==> config.mk <==
export PLATFORM = sky130hd
export DESIGN_NAME = feature_stream_sequencer
export DESIGN_NICKNAME = d
export VERILOG_FILES = /design/src/rtl/feature_stream_sequencer.sv
export SDC_FILE = /design/constraint.sdc
export NUM_CORES = 1
export LEC_CHECK = 0
export CORE_MARGIN = 5
export CORE_UTILIZATION = 50
export CTS_BUF_LIST = sky130_fd_sc_hd__clkbuf_8
export DETAILED_ROUTE_END_ITERATION = 16
export PLACE_DENSITY = 0.74
export SLEW_MARGIN = 40
export SYNTH_ARGS = -nofsm -noshare
export SYNTH_HDL_FRONTEND = slang
export SYNTH_SLANG_ARGS = --single-unit
export TNS_END_PERCENT = 1
==> constraint.sdc <==
create_clock -name clk -period 2.46 [get_ports clk]
set_clock_uncertainty 0.1 [all_clocks]
set_input_delay 0.246 -clock clk [delete_from_list [all_inputs] [get_ports clk]]
set_output_delay 0.246 -clock clk [all_outputs]
set_load 0.05 [all_outputs]
==> src/rtl/feature_stream_sequencer.sv <==
// Steps the 5-feature parallel-to-serial streamer through sample indices 1..NUM_SAMPLES,
// gating each frame on neuron-layer readiness and flagging frames that never complete.
module feature_stream_sequencer #(
    parameter int unsigned NUM_SAMPLES = 665,
    parameter int unsigned IDX_W       = 10,
    parameter int unsigned TIMEOUT     = 15
) (
    input  logic             clk,
    input  logic             rst,
    input  logic             go,
    input  logic             stop,
    input  logic             nn_ready,
    input  logic             ps_busy,
    input  logic             ps_valid,
    output logic             ps_start,
    output logic [IDX_W-1:0] ps_switch,
    output logic             frame_done,
    output logic [IDX_W-1:0] frame_count,
    output logic             running,
    output logic             done,
    output logic             err_timeout
);

    localparam int unsigned      TMR_W     = $clog2(TIMEOUT + 1);
    localparam logic [IDX_W-1:0] LAST_IDX  = IDX_W'(NUM_SAMPLES);
    localparam logic [TMR_W-1:0] TMR_LIMIT = TMR_W'(TIMEOUT);

    typedef enum logic [2:0] {
        S_IDLE,
        S_ISSUE,
        S_STREAM,
        S_DONE,
        S_ERR
    } state_t;

    state_t           state;
    state_t           state_n;
    logic [IDX_W-1:0] idx_n;
    logic [IDX_W-1:0] count_n;
    logic [TMR_W-1:0] timer;
    logic [TMR_W-1:0] timer_n;
    logic             stop_pending;
    logic             stop_pending_n;
    logic             halt;
    logic             frame_done_n;
    logic             start_c;

    // Start is decoded in the ISSUE cycle itself so the index and strobe line up.
    assign ps_start = start_c & ~rst;

    // Next-state and next-output decode.
    always_comb begin
        state_n        = state;
        idx_n          = ps_switch;
        count_n        = frame_count;
        timer_n        = timer;
        stop_pending_n = stop_pending;
        frame_done_n   = 1'b0;
        start_c        = 1'b0;
        halt           = stop_pending | stop;

        case (state)
            S_IDLE, S_DONE, S_ERR: begin
                if (go) begin
                    state_n        = S_ISSUE;
                    idx_n          = IDX_W'(1);
                    count_n        = '0;
                    stop_pending_n = 1'b0;
                end
            end
            S_ISSUE: begin
                if (halt) begin
                    state_n        = S_IDLE;
                    stop_pending_n = 1'b0;
                end else if (nn_ready && !ps_busy) begin
                    start_c = 1'b1;
                    state_n = S_STREAM;
                    timer_n = TMR_W'(1);
                end
            end
            S_STREAM: begin
                // A valid on the last timer cycle still completes the frame.
                if (ps_valid) begin
                    frame_done_n = 1'b1;
                    if (frame_count < LAST_IDX) begin
                        count_n = frame_count + IDX_W'(1);
                    end
                    if (ps_switch == LAST_IDX) begin
                        state_n        = S_DONE;
                        stop_pending_n = 1'b0;
                    end else if (halt) begin
                        state_n        = S_IDLE;
                        stop_pending_n = 1'b0;
                    end else begin
                        state_n = S_ISSUE;
                        idx_n   = ps_switch + IDX_W'(1);
                    end
                end else if (timer >= TMR_LIMIT) begin
                    state_n = S_ERR;
                end else begin
                    timer_n        = timer + TMR_W'(1);
                    stop_pending_n = halt;
                end
            end
            default: begin
                state_n = S_IDLE;
            end
        endcase
    end

    // State and registered outputs.
    always_ff @(posedge clk) begin
        if (rst) begin
            state        <= S_IDLE;
            ps_switch    <= '0;
            frame_count  <= '0;
            timer        <= '0;
            stop_pending <= 1'b0;
            frame_done   <= 1'b0;
            running      <= 1'b0;
            done         <= 1'b0;
            err_timeout  <= 1'b0;
        end else begin
            state        <= state_n;
            ps_switch    <= idx_n;
            frame_count  <= count_n;
            timer        <= timer_n;
            stop_pending <= stop_pending_n;
            frame_done   <= frame_done_n;
            running      <= (state_n == S_ISSUE) || (state_n == S_STREAM);
            done         <= (state_n == S_DONE);
            err_timeout  <= (state_n == S_ERR);
        end
    end

endmodule

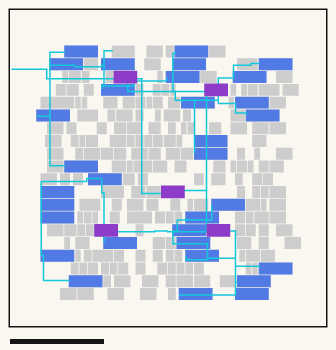
clk_routes.png
Scale bar: 20 um.
- clock drivers: purple (count 5)
- flip-flops: blue (count 32)
- clock wires: cyan (length 403 um)
- routed clock nets: 6
- flops lie: all over the die

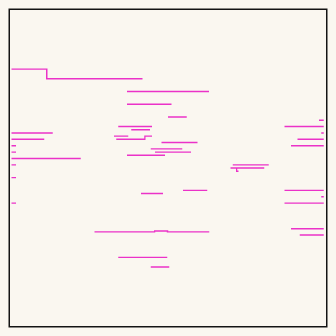
layer_met3.png
- share of all routed wire: 6.9%
- nets with wire on the layer: 33
- wire length on this layer: 254 um
- longest straight run: 20.2 um

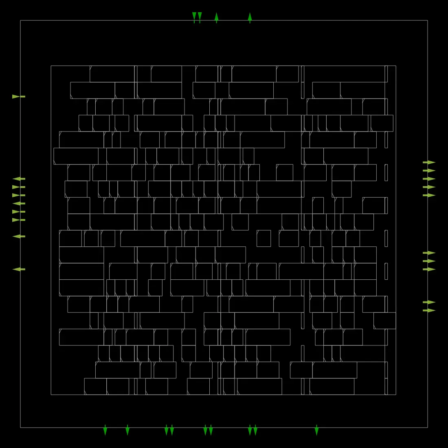
placement.png
site row count: 20
Tapcells: 44
Core Area: 3100 um^2
fill cell count: 289

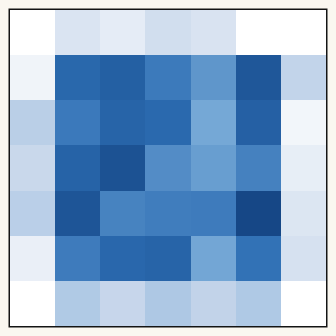
cell_density.png
The die is cut into 7 by 7 equal tiles; white is low, dark blue is high, 0 to 100% covered.
- nearly empty tiles: 10%
- tiles over 75% full: 25%
- mean over tiles: 45%
- fullest tile: 91%
- densest ninth of the die: centre

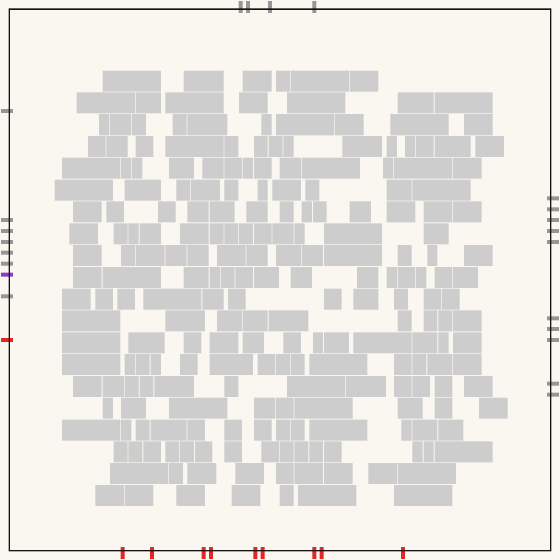
io_placement.png
Pins as bars across the die edge, other pins in grey.
- `frame_count`: red (pins 10; direction output; edge 9 south, 1 west)
- `rst`: purple (pins 1; direction input; edge west)
- all pins by edge: 10 east, 9 west, 9 south, 4 north

[metrics by stage]
step	worst slack (ns)	std cells	util (%)
after floorplan	0.282	192	-
after global placement	0.286	261	64.5
after detailed placement	0.190	261	64.5
after CTS	0.233	268	67.6
after global routing	0.0535	268	67.6
final	0.235	268	67.6
[critical path, stage by stage (launching register included)]
cell and delay [ns]:
dfxtp_1 0.50, nor3b_1 0.37, and3_1 0.31, nor2b_1 0.25, buf_12 0.17
[kinds of logic after synthesis]
group	count (synthesis)	share of synthesized area (%)
compound gates	39	15.8
xor+xnor	11	5.86
fa+ha+maj	5	3.81
buf+inv	16	4.57
flops	32	39.0
mux	1	0.609
simple gates	88	30.4
[metal layers]
| layer | share of wire [%] | vias to the layer above | routed length [um] |
|---|---|---|---|
| met5 | 0 | - | 0 |
| met3 | 6.9 | 5 | 253 |
| met1 | 45 | 684 | 1650 |
| met4 | 1.5 | 0 | 54 |
| li1 | - | 757 | - |
| met2 | 47 | 54 | 1710 |
[how the worst max path moves through the flow]
stage | slack [ns] | to | start
2_1_floorplan | 0.28 | ps_start | state[0]$_SDFF_PP0_
3_3_place_gp | 0.29 | frame_count[3]$_SDFFE_PP0P_ | ps_valid
3_5_place_dp | 0.19 | frame_count[7]$_SDFFE_PP0P_ | ps_valid
4_1_cts | 0.23 | ps_start | state[0]$_SDFF_PP0_
5_1_grt | 0.05 | ps_start | state[0]$_SDFF_PP0_
6_report | 0.24 | ps_start | state[0]$_SDFF_PP0_
[flip-flops by register name (all words and copies together), names as in the netlist]
signal        count
done              1
timer             4
ps_switch        10
frame_done        1
running           1
frame_count      10
err_timeout       1
state             3
stop_pending      1
[power breakdown]
group          leakage (nW)  internal (W)  switching (W)  total [W]
clock                0.0503      0.000249       0.000175   0.000423
combinational         0.417     0.0000502      0.0000784   0.000129
sequential            0.259      0.000527      0.0000120   0.000539
[cell type report]
| type | count | area, um^2 | share of cell area, % |
|---|---|---|---|
| multi-input combinational | 144 | 928 | 44.3 |
| sequential | 32 | 641 | 30.5 |
| timing repair buffer | 36 | 358 | 17.1 |
| clock buffer | 7 | 96.3 | 4.59 |
| tap | 44 | 55.1 | 2.63 |
| inverter | 5 | 18.8 | 0.895 |
[cell usage after synthesis, types with 2 or more instances]
| master | instances |
|---|---|
| or3_1 | 8 |
| ha_1 | 5 |
| nor2b_1 | 5 |
| xnor2_1 | 2 |
| nor2_1 | 15 |
| and3_1 | 3 |
| a21oi_1 | 12 |
| nand4_1 | 11 |
| nand3_1 | 8 |
| and4b_1 | 2 |
| inv_1 | 5 |
| xor2_1 | 9 |
| nor3b_1 | 4 |
| buf_2 | 3 |
| nand2_1 | 6 |
| a211oi_1 | 2 |
| nand2b_1 | 3 |
| clkbuf_1 | 6 |
| and2_1 | 6 |
| dfxtp_1 | 32 |
| nor3_1 | 12 |
| o21ai_0 | 9 |
| o211ai_1 | 2 |
| o21a_1 | 3 |
==> results.cfg <==
; generated from flow reports
[synth]
top_cell_area_share_pct = 39.0
flop_cell = dfxtp_1
ys_area_um2 = 1640
ys_cells = 192
avgSynthCellArea_um2 = 8.56
synth_area_um2 = 1640
edf_count = 0
yosys.area.top_type = dfxtp_1
area_leaders = dfxtp_1, xor2_1, nand4_1
synthArstFlopShare_pct = 0
synth.distinct_cells = 43
ys_ff = 32

[placed_design]
hpwl_um = 2770
io_buffers = 31
placed_cell_area_um2 = 2000
place.gp.congestion = 0.931

[global_routing]
antenna_found_initial = 0
grt_max_degree = 17
use_met1_pct = 22.9
grt_pass1_wl_um = 6440
grt_util_met3_pct = 6.82
gr-max-usage-layer = met2
grt_overflow = 0

[power_and_ir_drop]
p_leak_nw = 0.726
power_w = 0.00109
irDropWorstVdd_v = 0.000326
power.density_nw_per_um2 = 520

[drt]
dr.pass1.iters = 4
drt-initial-drc-count = 72
drc = 0
avgRoutedWirePerCell_um = 13.7
vias = 1500
ant_nets = 0
routed_wirelength_um = 3680

[clocking]
cts_resized = 0
cts_setup_buffers = 0
cts_tree = yes
cts_num_sinks = 32
cts.clk_slew.worst_paths_ns = 0.06
numCtsBuffers = 5
cts_hold_buf = 0
cts_buffer_depth = 2
cts_max_level = 2
insertion_delay_ns = 0.28
root_buffer = clkbuf_8

[die]
ios = 32
initCoreUtil_pct = 53.0
die_h_um = 67.3

[timing]
rsz0062_at_grt = no
timing.hold.ws_ns = 0.403
slew_headroom_pct = 64.7
post-route-period-util_pct = 90.4
hold_violations = 0
finalSetupViolCount = 0
worstMarginPinSlew_ns = 0.522
final.min_clock_period_ns = 2.22

[final_layout]
final_common_cell = dfxtp_1
layout_top_cells = dfxtp_1, clkdlybuf4s50_1, nor2_1, nor3_1, a21oi_1
fin_area_um2 = 2100
layout-drive-gt1-share_pct = 7.14
area_delta_synth_final_pct = 27.5

[setup_path]
ff2ff_path_depth = 5
rr_endpoint = frame_count[4]$_SDFFE_PP0P_
reg2reg_slack_ns = 0.32
crit_fanout = 11

[worst_hold_path]
min_to = frame_count[4]$_SDFFE_PP0P_
hold_path.class = flip-flop to flip-flop
min-delay-start = frame_count[4]$_SDFFE_PP0P_
holdPathStages = 2

[run]
tool_warnings = 28

[run_status]
outcome = completed
Power is estimated from default activity; no workload was simulated.
